## config.mk

```make
export PLATFORM = sky130hd
export DESIGN_NAME = mem_port_arb
export DESIGN_NICKNAME = d
export VERILOG_FILES = /design/src/rtl/mem_port_arb_pkg.sv /design/src/rtl/mem_arb_age_ctr.sv /design/src/rtl/mem_port_arb.sv
export SDC_FILE = /design/constraint.sdc
export NUM_CORES = 1
export LEC_CHECK = 0
export ABC_AREA = 1
export CAP_MARGIN = 20
export CORE_MARGIN = 3
export CORE_UTILIZATION = 30
export CTS_CLUSTER_DIAMETER = 100
export DETAILED_ROUTE_END_ITERATION = 12
export PLACE_DENSITY = 0.66
export SLEW_MARGIN = 40
export SYNTH_ARGS = -nofsm -noshare
export SYNTH_HDL_FRONTEND = slang
export SYNTH_SLANG_ARGS = --single-unit
```

## constraint.sdc

```tcl
create_clock -name iw_clk -period 7.9 [get_ports iw_clk]
set_input_delay 1.185 -clock iw_clk [delete_from_list [all_inputs] [get_ports iw_clk]]
set_output_delay 1.185 -clock iw_clk [all_outputs]
set_load 0.01 [all_outputs]
```

## src/rtl/mem_port_arb_pkg.sv

```systemverilog
// -----------------------------------------------------------------------------
// mem_port_arb_pkg
// Shared definitions for the memory port arbiter:
//   - arb_state_e      : 2-bit arbiter FSM encoding (IDLE/DRAIN/EXT_ADDR/EXT_DATA)
//   - MAX_WAIT_DEFAULT : default forced-grant wait limit in cycles
//   - mask_rdata()     : trims a read word to the access width (24 or 48 bits)
// -----------------------------------------------------------------------------
package mem_port_arb_pkg;

    typedef enum logic [1:0] {
        ST_IDLE     = 2'd0,
        ST_DRAIN    = 2'd1,
        ST_EXT_ADDR = 2'd2,
        ST_EXT_DATA = 2'd3
    } arb_state_e;

    localparam int unsigned MAX_WAIT_DEFAULT = 8;

    // A 24-bit access only carries the low half; the upper half is forced to 0.
    function automatic logic [47:0] mask_rdata(input logic [47:0] data, input logic is48);
        logic [47:0] result;
        if (is48) begin
            result = data;
        end else begin
            result = {24'h000000, data[23:0]};
        end
        return result;
    endfunction

endpackage

```

## src/rtl/mem_arb_age_ctr.sv

```systemverilog
// -----------------------------------------------------------------------------
// mem_arb_age_ctr
// Counts how long an external request has been waiting. Saturates at
// MAX_WAIT; o_sat flags that the limit has been reached.
// Ports:
//   iw_clk, iw_rst : clock, asynchronous active-high reset
//   i_inc          : request waiting this cycle
//   i_clr          : request granted or withdrawn (wins over i_inc)
//   o_sat          : counter equals MAX_WAIT
// -----------------------------------------------------------------------------
module mem_arb_age_ctr #(
    parameter int unsigned MAX_WAIT = 8
) (
    input  logic iw_clk,
    input  logic iw_rst,
    input  logic i_inc,
    input  logic i_clr,
    output logic o_sat
);

    localparam logic [7:0] LP_MAX = 8'(MAX_WAIT);

    logic [7:0] r_count;

    // Wait counter: clear has priority, increment stops at the limit.
    always_ff @(posedge iw_clk or posedge iw_rst) begin
        if (iw_rst) begin
            r_count <= 8'd0;
        end else if (i_clr) begin
            r_count <= 8'd0;
        end else if (i_inc && (r_count != LP_MAX)) begin
            r_count <= r_count + 8'd1;
        end else begin
            r_count <= r_count;
        end
    end

    assign o_sat = (r_count == LP_MAX);

endmodule

```

## src/rtl/mem_port_arb.sv

```systemverilog
// -----------------------------------------------------------------------------
// mem_port_arb
// Shares the two memory ports between the MA/MO pipeline stages and an
// external (debug/DMA) requester. MO uses port r_mp, MA the other one, and
// r_mp flips every non-stalled cycle. An external access takes the port the
// MO stage would not use, stalls the pipeline for two cycles (EXT_ADDR,
// EXT_DATA) and returns read data the cycle after EXT_DATA.
// Build option: define MEM_ARB_STARVE_GUARD_EN to add a wait counter that
// forces a grant (through a one-cycle DRAIN) after MAX_WAIT waiting cycles.
// Ports:
//   iw_clk, iw_rst                 clock, asynchronous active-high reset
//   iw_ma_mem_op, iw_mo_mem_op     pipeline stages hold a memory op
//   iw_ext_req/we/is48/addr/wdata  external request
//   iw_mem_rdata0/1                memory read buses
//   ow_mem_mp, ow_stall            MO port select, pipeline stall
//   ow_ext_gnt/port_en/port        grant, port mux steering, chosen port
//   ow_ext_addr/wdata/we/is48      captured external request
//   ow_ext_rvalid, ow_ext_rdata    external read return
// -----------------------------------------------------------------------------
module mem_port_arb
    import mem_port_arb_pkg::*;
#(
    parameter int unsigned MAX_WAIT = MAX_WAIT_DEFAULT
) (
    input  logic        iw_clk,
    input  logic        iw_rst,
    input  logic        iw_ma_mem_op,
    input  logic        iw_mo_mem_op,
    input  logic        iw_ext_req,
    input  logic        iw_ext_we,
    input  logic        iw_ext_is48,
    input  logic [47:0] iw_ext_addr,
    input  logic [47:0] iw_ext_wdata,
    input  logic [47:0] iw_mem_rdata0,
    input  logic [47:0] iw_mem_rdata1,
    output logic        ow_mem_mp,
    output logic        ow_stall,
    output logic        ow_ext_gnt,
    output logic        ow_ext_port_en,
    output logic        ow_ext_port,
    output logic [47:0] ow_ext_addr,
    output logic [47:0] ow_ext_wdata,
    output logic        ow_ext_we,
    output logic        ow_ext_is48,
    output logic        ow_ext_rvalid,
    output logic [47:0] ow_ext_rdata
);

    arb_state_e  r_state;
    arb_state_e  w_next_state;
    logic        r_mp;
    logic        r_ext_port;
    logic [47:0] r_ext_addr;
    logic [47:0] r_ext_wdata;
    logic        r_ext_we;
    logic        r_ext_is48;
    logic        r_rvalid;
    logic [47:0] r_rdata;
    logic        w_stall;
    logic        w_gnt;
    logic        w_port_en;
    logic        w_we_en;
    logic        w_force;

`ifdef MEM_ARB_STARVE_GUARD_EN
    logic w_age_inc;
    logic w_age_clr;
    logic w_age_sat;

    assign w_age_inc = (r_state == ST_IDLE) && iw_ext_req;
    assign w_age_clr = w_gnt || !iw_ext_req;

    mem_arb_age_ctr #(
        .MAX_WAIT (MAX_WAIT)
    ) u_age_ctr (
        .iw_clk (iw_clk),
        .iw_rst (iw_rst),
        .i_inc  (w_age_inc),
        .i_clr  (w_age_clr),
        .o_sat  (w_age_sat)
    );

    assign w_force = (r_state == ST_IDLE) && w_age_sat;
`else
    assign w_force = 1'b0;
`endif

    // FSM state register.
    always_ff @(posedge iw_clk or posedge iw_rst) begin
        if (iw_rst) begin
            r_state <= ST_IDLE;
        end else begin
            r_state <= w_next_state;
        end
    end

    // FSM next state; a withdrawn request always falls back to IDLE.
    always_comb begin
        w_next_state = r_state;
        case (r_state)
            ST_IDLE: begin
                if (iw_ext_req && w_force) begin
                    w_next_state = ST_DRAIN;
                end else if (iw_ext_req && !iw_ma_mem_op && !iw_mo_mem_op) begin
                    w_next_state = ST_EXT_ADDR;
                end else begin
                    w_next_state = ST_IDLE;
                end
            end
            ST_DRAIN: begin
                if (iw_ext_req) begin
                    w_next_state = ST_EXT_ADDR;
                end else begin
                    w_next_state = ST_IDLE;
                end
            end
            ST_EXT_ADDR: w_next_state = ST_EXT_DATA;
            ST_EXT_DATA: w_next_state = ST_IDLE;
            default:     w_next_state = ST_IDLE;
        endcase
    end

    // FSM outputs decoded from the state register.
    always_comb begin
        w_stall   = 1'b1;
        w_gnt     = 1'b0;
        w_port_en = 1'b0;
        w_we_en   = 1'b0;
        case (r_state)
            ST_IDLE: begin
                w_stall = 1'b0;
            end
            ST_DRAIN: begin
                w_stall = 1'b1;
            end
            ST_EXT_ADDR: begin
                w_gnt     = 1'b1;
                w_port_en = 1'b1;
            end
            ST_EXT_DATA: begin
                w_port_en = 1'b1;
                w_we_en   = r_ext_we;
            end
            default: begin
                w_stall = 1'b1;
            end
        endcase
    end

    // Port phase: flips every advancing cycle so MA/MO alternate ports.
    always_ff @(posedge iw_clk or posedge iw_rst) begin
        if (iw_rst) begin
            r_mp <= 1'b0;
        end else if (!w_stall) begin
            r_mp <= ~r_mp;
        end else begin
            r_mp <= r_mp;
        end
    end

    // Capture the request on entry to EXT_ADDR; it takes the port MO is not using.
    always_ff @(posedge iw_clk or posedge iw_rst) begin
        if (iw_rst) begin
            r_ext_addr  <= 48'h0;
            r_ext_wdata <= 48'h0;
            r_ext_we    <= 1'b0;
            r_ext_is48  <= 1'b0;
            r_ext_port  <= 1'b0;
        end else if (w_next_state == ST_EXT_ADDR) begin
            r_ext_addr  <= iw_ext_addr;
            r_ext_wdata <= iw_ext_wdata;
            r_ext_we    <= iw_ext_we;
            r_ext_is48  <= iw_ext_is48;
            r_ext_port  <= ~r_mp;
        end else begin
            r_ext_addr  <= r_ext_addr;
            r_ext_wdata <= r_ext_wdata;
            r_ext_we    <= r_ext_we;
            r_ext_is48  <= r_ext_is48;
            r_ext_port  <= r_ext_port;
        end
    end

    // Read return: sample the granted port in EXT_DATA, pulse valid next cycle.
    always_ff @(posedge iw_clk or posedge iw_rst) begin
        if (iw_rst) begin
            r_rvalid <= 1'b0;
            r_rdata  <= 48'h0;
        end else if ((r_state == ST_EXT_DATA) && !r_ext_we) begin
            r_rvalid <= 1'b1;
            r_rdata  <= mask_rdata(r_ext_port ? iw_mem_rdata1 : iw_mem_rdata0, r_ext_is48);
        end else begin
            r_rvalid <= 1'b0;
            r_rdata  <= r_rdata;
        end
    end

    assign ow_mem_mp      = r_mp;
    assign ow_stall       = w_stall;
    assign ow_ext_gnt     = w_gnt;
    assign ow_ext_port_en = w_port_en;
    assign ow_ext_port    = r_ext_port;
    assign ow_ext_addr    = r_ext_addr;
    assign ow_ext_wdata   = r_ext_wdata;
    assign ow_ext_we      = w_we_en;
    assign ow_ext_is48    = r_ext_is48;
    assign ow_ext_rvalid  = r_rvalid;
    assign ow_ext_rdata   = r_rdata;

endmodule

```

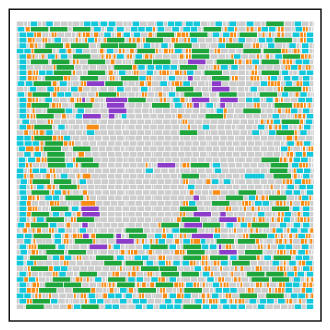
Fig. 1. Placement by cell class.
(2 px per µm) Fill, decap, tap and diode cells in gray.
Cyan is other buffers and delay cells, cells 357, share of their area 34%. Green is flip-flops, cells 151, share of their area 36%. Purple is clock drivers and dummy loads, cells 31, share of their area 5.5%. Orange is all other logic, cells 584, share of their area 25%.
Final Instance Area: 10930 µm²
Core Footprint: 21420 µm²
Seq/total area: 0.3459

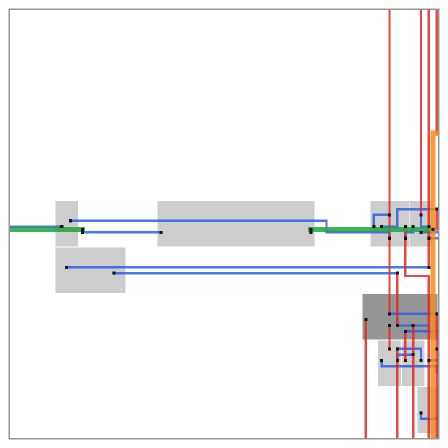
Fig. 2. Close-up of the layout.
Region (65, 65) to (90, 90) µm. Cells in gray, sequential cells in the stronger gray; small squares are vias.
Orange is met4. Red is met2. Green is met3. Blue is met1.
Most frequent: nand2_1 (3). Sequential cells in the window: 0. 7 logic cells have their middle in the window.

==> metrics.yaml <==
status: "finished clean"
taps: 275
ys_sh_simple: 0.2799
layout_top_cell: "clkdlybuf4s50_1"
clkbuf_count: 19
hold_class: "flop to flop"
synth_area_per_cell_um2: 8.322
wl_um: 22790
crit_type: "input pin to flop"
rsz0062_at_grt: "false"
io_buffers: 350
worst-path-buf-inv: 4
logic_family: "simple AND/OR/NAND/NOR gates"
critPathMaxStageDelay_ns: 0.62
grt_pass1_vias: 6561
finalCritPeriodShare: 0.4420
synthAdderAreaFrac: 0
yosys_area_um2: 6674
period_needed_ns: 3.492
cts_num_sinks: 151
placed_area_um2: 10340
hold_buffers: 0
slew_violations: 0
grt_max_degree: 102
use_met2: 0.3001
drc_errors: 0
grt.met3_usage: 0.07038
yosysSeqAreaShare: 0.5662
buffer_area_frac: 0.3285
grt_usage: 0.1855
cpLargestDelayFamily: "buffers and inverters"
flops: 151
initCoreUtil: 0.3116
first_iter_violations: 375
grtUsageMet1: 0.2315
num-fill-cells: 2063
logic_gates: 525
slew-limit-headroom: 0.4963
setup_violations: 0
max_cap_violations: 0
final_cell_mix: "clkdlybuf4s50_1 (350), nand2_1 (295), dfrtp_1 (149)"
cp-start-kind: "input pin"
grt_busiest_layer: "met2"
drt-pass1-iter-count: 4
route.met2.wl_um: 10590
chip_area_um2: 24070
regArea_um2: 3781
root_buffer: "clkbuf_16"
cts_tree: "yes"
cts_htree_levels: 4
insertion_delay_ns: 0.41
post_layout_nonfiller_instances: 1398
endpoint_kind: "flop"
gp_congestion: 0.7958
yosys_warnings: 0
clock_path_buffers: 2
post_cts_buffers: 0
ys_types: 16
pin_count: 351
hold_viol: 0
synthAoiAreaFrac: 0.07274
gr-total-overflow: 0
post-place-cells: 1367
cts_resized: 0
nets: 1310
clockNetworkAreaShare: 0.05334
synthCells: 802
design_power_total_uw: 4059
largest_class: "flip-flops and latches"
fp_nets: 1001
die-width_um: 155.2
drive_above_1_share: 0.04185
die_h_um: 155.2
n_antenna_cell: 0
ant_nets: 0
routed.top_layer: "met4"
synth-seq-cells: 151
crit_top_cell: "nand2_1"
tool_warnings: 32
arrival_ns: 3.79
cts_buffers: 17
peakVddDrop_mv: 0.4067
syn_area_um2: 6674
fmax_ghz: 0.2864
tightestPinTransition_ns: 0.7556
wl_met3_um: 2208
cts.clk_slew.worst_paths_ns: 0.06
antenna_found_initial: 0
setup_tns_ns: 0
wl_per_cell_um: 16.30
nonClockInverterCount: 59
avgViaCountPerCell: 4.726
p_leak_uw: 0.005097
vias: 6607
hold_ws_ns: 0.4694
synth_stat.cells: 802
hpwl_um: 15680
synth_xor_xnor_area_share: 0.001312
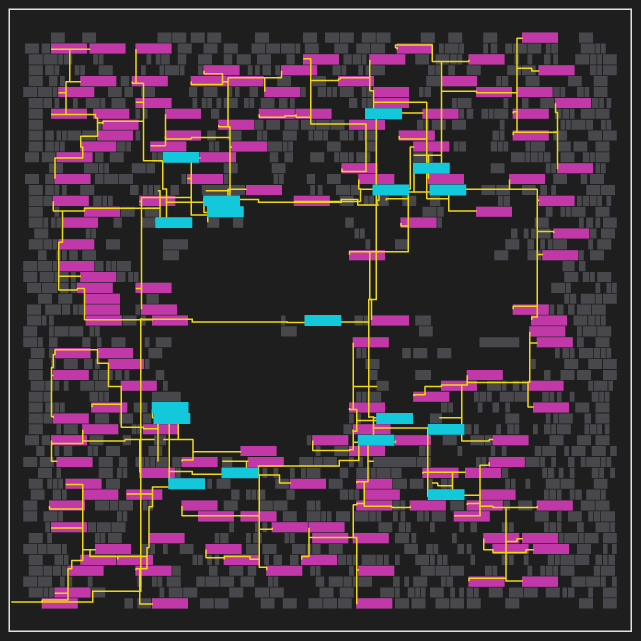
Fig. 3. Clock distribution.
(4 px per µm)
Cyan is cells driving clock nets, count 17. Yellow is clock wires, length 2110 µm. Magenta is flip-flops, count 151.
There are 18 routed clock nets. Position of the flops: widely spread.
Clk power: 813 µW
Worst Skew: 0.01080 ns
Clock power frac: 0.200

[stage by stage]
stage | util | setup WS [ns]
5_1_grt | 0.5104 | 4.205
3_5_place_dp | 0.4830 | 3.997
6_report | 0.5104 | 4.408
3_3_place_gp | 0.4807 | 3.729
2_1_floorplan | - | 2.650
4_1_cts | 0.5102 | 4.440
[synth_stat cells]
master      n  area (µm²)
nand4_1    99       619.3
nor2_1     27       101.4
buf_4       2       15.01
o21ai_0    73       365.4
inv_1      59       221.5
buf_1       9       33.78
a21oi_1    24       120.1
xor2_1      1       8.760
nand2_2     1       6.260
clkbuf_1   14       52.55
nand3_2     1       10.01
nor2_2      1       6.260
nand2_1   297        1115
nor3_2      1       10.01
buf_2      42       210.2
dfrtp_1   151        3779
[worst paths after layout]
path                                    end  slack (ns)  cells past startpoint             start
max reg2reg                 ow_ext_addr[46]        4.90                      7        r_state[1]
min                        ow_ext_wdata[46]        0.47                      2  ow_ext_wdata[46]
min in group asynchronous   ow_ext_rdata[2]        1.25                      2            iw_rst
min reg2reg                ow_ext_wdata[46]        0.47                      2  ow_ext_wdata[46]
max in group asynchronous          r_ext_we        5.49                      3            iw_rst
max                         ow_ext_addr[46]        4.41                      9      iw_ma_mem_op
[registers in the layout (all words and copies together) (netlist names)]
signal,flops
ow_mem_mp,1
ow_ext_rdata,48
ow_ext_rvalid,1
ow_ext_port,1
ow_ext_is48,1
r_state,2
ow_ext_wdata,48
r_ext_we,1
ow_ext_addr,48
[worst register-to-register path, delay by kind of cell (launching register included)]
kind                   cells  cell delay (ns)
buffers and inverters      2             1.11
DFF                        1             0.56
and+or+nand+nor            5             1.23
[power breakdown]
| part | internal (µW) | switching [µW] |
|---|---|---|
| Clock | 477 | 336 |
| Combinational | 911 | 992 |
| Sequential | 1130 | 217 |
| Total | 2510 | 1540 |
Power figures rest on the tool's default switching activity, not on a simulated workload.
